[config.mk]
export PLATFORM = sky130hd
export DESIGN_NAME = cache_fill_fsm_flat
export DESIGN_NICKNAME = d
export VERILOG_FILES = /design/src/rtl/cache_fill_if.sv /design/src/rtl/cache_fill_fsm.sv /design/src/flat_wrapper.sv
export SDC_FILE = /design/constraint.sdc
export NUM_CORES = 1
export LEC_CHECK = 0
export ABC_AREA = 1
export CAP_MARGIN = 20
export CELL_PAD_IN_SITES_DETAIL_PLACEMENT = 2
export CELL_PAD_IN_SITES_GLOBAL_PLACEMENT = 2
export CORE_UTILIZATION = 18
export CTS_CLUSTER_SIZE = 40
export DETAILED_ROUTE_END_ITERATION = 8
export PLACE_DENSITY = 0.87
export SYNTH_ARGS = -nofsm -noshare
export SYNTH_HDL_FRONTEND = slang
export SYNTH_SLANG_ARGS = --single-unit
[constraint.sdc]
create_clock -name clk -period 2.15 [get_ports clk]
set_clock_uncertainty 0.2 [all_clocks]
set_input_delay 0.215 -clock clk [delete_from_list [all_inputs] [get_ports clk]]
set_output_delay 0.215 -clock clk [all_outputs]
set_load 0.02 [all_outputs]
[src/rtl/cache_fill_if.sv]
// cache_fill_if: miss request, memory return and fill outputs between L1 cache, memory and the fill FSM
interface cache_fill_if;
  logic        miss_detected;
  logic [15:0] miss_address;
  logic        memory_data_valid;
  logic [15:0] memory_data;
  logic        fsm_busy;
  logic        memory_enable;
  logic [15:0] memory_address;
  logic        write_data_array;
  logic [7:0]  data_word_enable;
  logic [15:0] data_array_wdata;
  logic        write_tag_array;
  logic [15:0] fill_address;
  modport master (
    output miss_detected, miss_address, memory_data_valid, memory_data,
    input  fsm_busy, memory_enable, memory_address, write_data_array,
           data_word_enable, data_array_wdata, write_tag_array, fill_address
  );
  modport slave (
    input  miss_detected, miss_address, memory_data_valid, memory_data,
    output fsm_busy, memory_enable, memory_address, write_data_array,
           data_word_enable, data_array_wdata, write_tag_array, fill_address
  );
endinterface

[src/rtl/cache_fill_fsm.sv]
// cache_fill_fsm: issues eight word reads per missed block and steers returning words into the data array
module cache_fill_fsm (
  input logic         clk,
  input logic         rst_n,
  cache_fill_if.slave bus
);
  localparam logic [3:0] WORDS = 4'd8;
  localparam logic [2:0] LAST = 3'd7;
  typedef enum logic {IDLE, FILL} state_t;
  state_t      state_q, state_d;
  logic [3:0]  issue_cnt_q, issue_cnt_d;
  logic [2:0]  rx_cnt_q, rx_cnt_d;
  logic [15:0] base_q, base_d;
  logic        issuing;
  logic        wr_data;
  logic [7:0]  word_en;
  logic        wr_tag;
  logic [2:0]  addr_word;
  assign issuing = (state_q == FILL) && (issue_cnt_q < WORDS);
  // once all reads are out the address parks on the last word instead of wrapping to the block base
  assign addr_word = issue_cnt_q[3] ? LAST : issue_cnt_q[2:0];
  // state, counters and block base
  always_ff @(posedge clk or negedge rst_n) begin
    if (!rst_n) begin
      state_q     <= IDLE;
      issue_cnt_q <= '0;
      rx_cnt_q    <= '0;
      base_q      <= '0;
    end else begin
      state_q     <= state_d;
      issue_cnt_q <= issue_cnt_d;
      rx_cnt_q    <= rx_cnt_d;
      base_q      <= base_d;
    end
  end
  // issue and receive sides advance independently; the fill ends on the eighth returned word
  always_comb begin
    state_d     = state_q;
    issue_cnt_d = issue_cnt_q;
    rx_cnt_d    = rx_cnt_q;
    base_d      = base_q;
    wr_data     = 1'b0;
    word_en     = '0;
    wr_tag      = 1'b0;
    if (state_q == IDLE) begin
      if (bus.miss_detected) begin
        state_d     = FILL;
        base_d      = {bus.miss_address[15:4], 4'h0};
        issue_cnt_d = '0;
        rx_cnt_d    = '0;
      end
    end else begin
      issue_cnt_d = issuing ? issue_cnt_q + 4'd1 : issue_cnt_q;
      if (bus.memory_data_valid) begin
        wr_data  = 1'b1;
        word_en  = 8'b1 << rx_cnt_q;
        rx_cnt_d = rx_cnt_q + 3'd1;
        wr_tag   = (rx_cnt_q == LAST);
        state_d  = (rx_cnt_q == LAST) ? IDLE : FILL;
      end
    end
  end
  assign bus.fsm_busy         = (state_q == FILL);
  assign bus.memory_enable    = issuing;
  assign bus.memory_address   = {base_q[15:4], addr_word, 1'b0};
  assign bus.write_data_array = wr_data;
  assign bus.data_word_enable = word_en;
  assign bus.data_array_wdata = bus.memory_data;
  assign bus.write_tag_array  = wr_tag;
  assign bus.fill_address     = base_q;
endmodule

[src/flat_wrapper.sv]
// flat-port wrapper written by rule: the top's interface ports become plain ports
module cache_fill_fsm_flat 
  (clk, rst_n, bus_miss_detected, bus_miss_address, bus_memory_data_valid, bus_memory_data, bus_fsm_busy, bus_memory_enable, bus_memory_address, bus_write_data_array, bus_data_word_enable, bus_data_array_wdata, bus_write_tag_array, bus_fill_address);
  cache_fill_if bus_i ();
  input logic clk;
  input logic rst_n;
  input wire logic [$bits(bus_i.miss_detected)-1:0] bus_miss_detected;
  input wire logic [$bits(bus_i.miss_address)-1:0] bus_miss_address;
  input wire logic [$bits(bus_i.memory_data_valid)-1:0] bus_memory_data_valid;
  input wire logic [$bits(bus_i.memory_data)-1:0] bus_memory_data;
  output wire logic [$bits(bus_i.fsm_busy)-1:0] bus_fsm_busy;
  output wire logic [$bits(bus_i.memory_enable)-1:0] bus_memory_enable;
  output wire logic [$bits(bus_i.memory_address)-1:0] bus_memory_address;
  output wire logic [$bits(bus_i.write_data_array)-1:0] bus_write_data_array;
  output wire logic [$bits(bus_i.data_word_enable)-1:0] bus_data_word_enable;
  output wire logic [$bits(bus_i.data_array_wdata)-1:0] bus_data_array_wdata;
  output wire logic [$bits(bus_i.write_tag_array)-1:0] bus_write_tag_array;
  output wire logic [$bits(bus_i.fill_address)-1:0] bus_fill_address;
  assign bus_i.miss_detected = bus_miss_detected;
  assign bus_i.miss_address = bus_miss_address;
  assign bus_i.memory_data_valid = bus_memory_data_valid;
  assign bus_i.memory_data = bus_memory_data;
  assign bus_fsm_busy = bus_i.fsm_busy;
  assign bus_memory_enable = bus_i.memory_enable;
  assign bus_memory_address = bus_i.memory_address;
  assign bus_write_data_array = bus_i.write_data_array;
  assign bus_data_word_enable = bus_i.data_word_enable;
  assign bus_data_array_wdata = bus_i.data_array_wdata;
  assign bus_write_tag_array = bus_i.write_tag_array;
  assign bus_fill_address = bus_i.fill_address;
  cache_fill_fsm u_core (.clk(clk), .rst_n(rst_n), .bus(bus_i));
endmodule
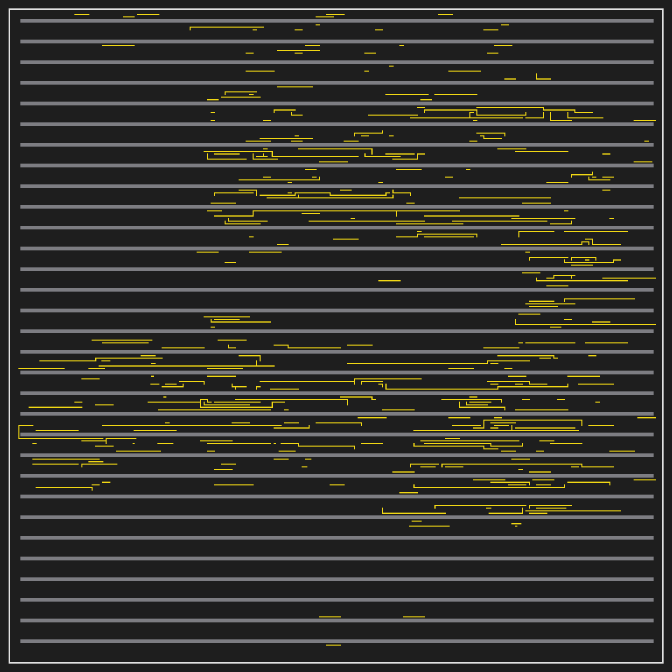
**Above:** the metal 1 layer.
Supply wires on this layer in grey.
- wire length on this layer: 1450 um
- main direction: horizontal
- longest straight run: 27.1 um
global routing met1 resource utilization: 10.4%
final wirelength: 3420 um
vias after detailed routing: 1064

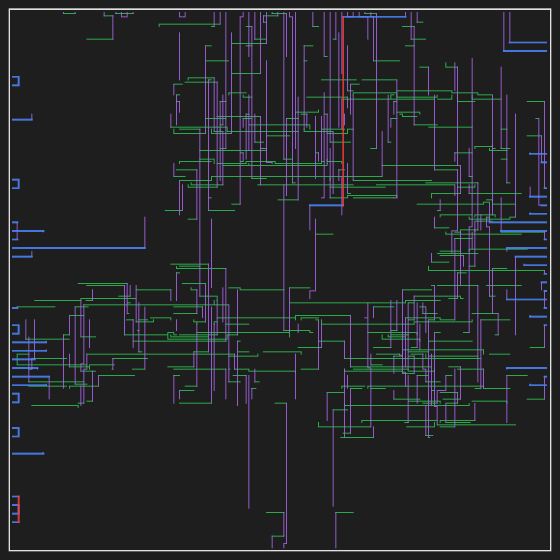
**Above:** signal wires by layer.
- red: metal 4 (wire length 34.0 um)
- blue: metal 3 (wire length 176 um)
- green: metal 1 (wire length 1450 um)
- purple: metal 2 (wire length 1750 um)
combined global-route utilization of all metal layers: 9.48%
average detailed-routed wire length per instance: 12.1 um

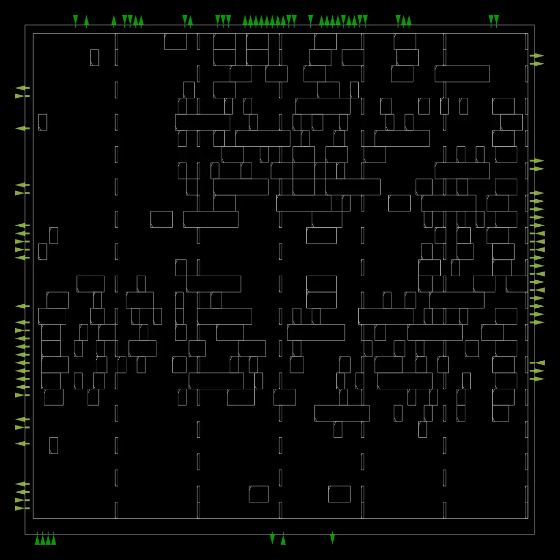
**Above:** cell outlines without signal wires.
utilization after layout: 25.7%
number of fill cells: 785
sequential share of cell area: 28.7%
placeable core region: 6790 um2
number of flip-flops and latches: 20

==> job_summary.md <==
### Yosys + OpenROAD results

| Metric | Value |
|---|---|
| Core utilization at floorplan | `18.6%` |
| Flops & latches, synth | `20` |
| Result of the run | `finished clean` |
| Number of top-level pins | `96` |
| Pin count of the biggest net entering global routing | `21` |
| Minimum setup slack among reg-to-reg paths | `660 ps` |
| Slowest stage cell on the critical path | `clkdlybuf4s50_1` |
| Worst setup slack after placement | `52.3 ps` |
| Register area share after synthesis | `39.6%` |
| Number of vias per cell after detailed routing | `3.77` |
| Layout cells sized above 1 | `9.14%` |
| Max Fclk | `494 MHz` |
| Detail Route Antenna Nets | `0` |
| CTS Sinks | `20` |
| Routability congestion estimate | `0.755` |
| Root Driver | `clkbuf_8` |
| Worst-case reg-to-reg path depth | `4` |
| Synthesized netlist cell count | `157` |
| Die Area | `7350 um2` |
| Setup Fix Bufs, Post-CTS | `0` |
| Crit path to | `bus_memory_enable` |
| CTS max path bufs | `2` |
| Post-route insts no fill | `282` |
| TNS Setup | `0 ps` |
| Tool warnings | `34` |
| Clock-pin slew on the worst setup and hold paths | `80 ps` |
| RSZ-0062 raised after global routing | `false` |
| Fin nets | `230` |
| TritonCTS clock tree | `yes` |
| Insertion Delay late pin | `250 ps` |
| Number of antenna repair diodes | `0` |
| Wire length of the first global-routing pass | `5510 um` |
| Met3 layer usage reported by global route | `1.54%` |
| Post-layout total power | `2640 uW` |
| Startpoint Class | `register` |
| Power density cells | `1510 nW/um2` |
| Terminus of the critical flop-to-flop path | `u_core.rx_cnt_q[2]` |
| Final tally of setup violations | `0` |
| Cell total in the yosys stat output | `157` |
| LEAKAGE | `0.000891 uW` |
| Worst-path fanout max | `7` |
| Netlist area before placement | `1260 um2` |
| Inserted Clock Buffers | `3` |
| Clock period minus worst slack | `2030 ps` |
| Number of antenna violations at the first check in global routing | `0` |
| Final setup slack of the worst path | `125 ps` |
| Reported max-cap violation count | `0` |
| Drt pass-1 iters | `2` |
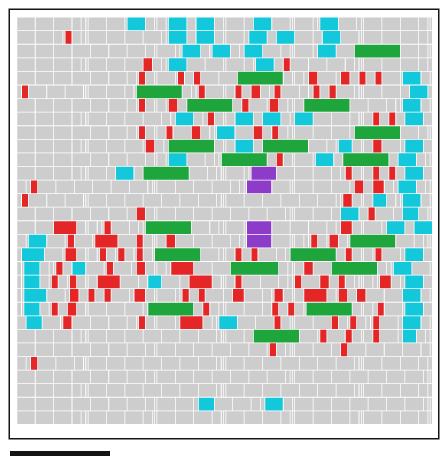
**Above:** placement by cell class.
Bar = 20 um. Fill, decap, tap and diode cells in grey.
- red: combinational and other logic (cells 103; share of their area 30%)
- cyan: remaining buffers and delay cells (cells 59; share of their area 35%)
- green: sequential cells (cells 20; share of their area 31%)
- purple: clock drivers and dummy loads (cells 4; share of their area 3.4%)
post-route standard cell area excluding fillers: 1750 um2
number of placement rows: 30

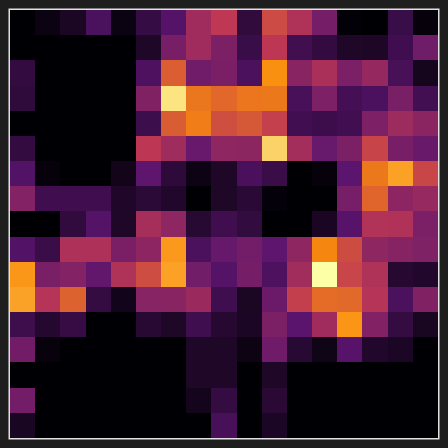
**Above:** wire density map.
The die is cut into 17 by 17 equal tiles; black is low, pale yellow is high, scaled to the fullest tile. Values are wire area over tile area, all layers added.
- mean over tiles: 0.073
- nearly empty tiles: 31%
- fullest tile: 0.34
- emptiest ninth of the die: north-west
- tiles over half the peak: 12%
- densest ninth of the die: north

==> cells in the mapped netlist <==
cell,n,area (um2)
nand2_1,43,161
buf_4,35,263
dfrtp_1,20,500
nand3_1,20,100
inv_1,11,41.3
ha_1,7,87.6
nor2_1,5,18.8
nand2_2,3,18.8
nor3_1,3,15.0
buf_2,2,10.0
inv_2,2,7.51
buf_6,1,11.3
conb_1,1,3.75
nor2_2,1,6.26
o21ai_0,1,5.00
or2_1,1,6.26
or2_2,1,6.26
==> where the power goes <==
part / internal, uW / switching, uW / leakage [uW]
logic: 721 / 870 / 0.000617
registers: 565 / 188 / 0.000245
clock network: 163 / 129 / 0.0000288
total: 1450 / 1190 / 0.000891
==> cells in the final DEF, fill, tap and decap left out <==
| cell type | synthesis | final |
|---|---|---|
| clkdlybuf4s50_1 | 0 | 45 |
| nand2_1 | 43 | 43 |
| nand3_1 | 20 | 20 |
| dfrtp_1 | 20 | 19 |
| inv_1 | 11 | 11 |
| ha_1 | 7 | 7 |
| dlygate4sd2_1 | 0 | 6 |
| nor2_1 | 5 | 5 |
| conb_1 | 1 | 5 |
| buf_4 | 35 | 5 |
| clkbuf_8 | 0 | 4 |
| nand2_2 | 3 | 3 |
| nor3_1 | 3 | 3 |
| inv_2 | 2 | 2 |
| dlymetal6s2s_1 | 0 | 2 |
| or2_2 | 1 | 1 |
| nor2_2 | 1 | 1 |
| o21ai_0 | 1 | 1 |
| or2_1 | 1 | 1 |
| clkdlybuf4s15_1 | 0 | 1 |
| dfrtp_2 | 0 | 1 |
==> worst min-delay path by stage <==
stage | start | end | depth (start not counted)
finish | rst_n | u_core.bus.fill_address[8] | 2
global route | rst_n | u_core.issue_cnt_q[0] | 2
CTS | rst_n | u_core.bus.fill_address[10] | 2
detailed placement | bus_memory_data[13] | bus_data_array_wdata[13] | 0
global placement | bus_memory_data[13] | bus_data_array_wdata[13] | 0
floorplan | rst_n | u_core.bus.fill_address[10] | 0
==> cell families (layout without fill, tap and decap cells) <==
kind of cell    count (synthesis)  count (layout)  share of synthesized area, %
flops                          20              20                          39.6
compound gates                  1               1                         0.396
buf+inv                        51              76                          26.4
other cells                     1               5                         0.297
fa+ha+maj                       7               7                          6.94
simple gates                   77              77                          26.4
==> layer usage <==
layer / wire length [um] / vias to the layer above
met5: 0 / -
met3: 175 / 4
li1: - / 500
met1: 1450 / 520
met2: 1750 / 40
met4: 34 / 0
==> what timing repair did <==
item	CTS	global route
setup endpoints to repair	8	3
resized	8	3
pin swaps	0	0
==> area by class of cell <==
class	instances	area [um2]	area share (%)
Clock buffer	4	55.1	3.15
Sequential cell	20	502	28.7
Timing Repair Buffer	59	576	33.0
Tap cell	96	120	6.88
Multi-Input combinational cell	90	444	25.4
Inverter	13	48.8	2.80
==> worst max-delay path: cells and delay by family (launching register included) <==
kind / cells / cell delay, ps
flip-flops: 1 / 430
AND/OR/NAND/NOR: 1 / 190
buffers and inverters: 2 / 740
==> registers in the layout, summed over array words and instances (netlist names) <==
name                     flops
u_core.rx_cnt_q              3
u_core.issue_cnt_q           4
u_core.bus.fill_address     12
u_core.bus.fsm_busy          1
Power figures rest on the tool's default switching activity, not on a simulated workload.
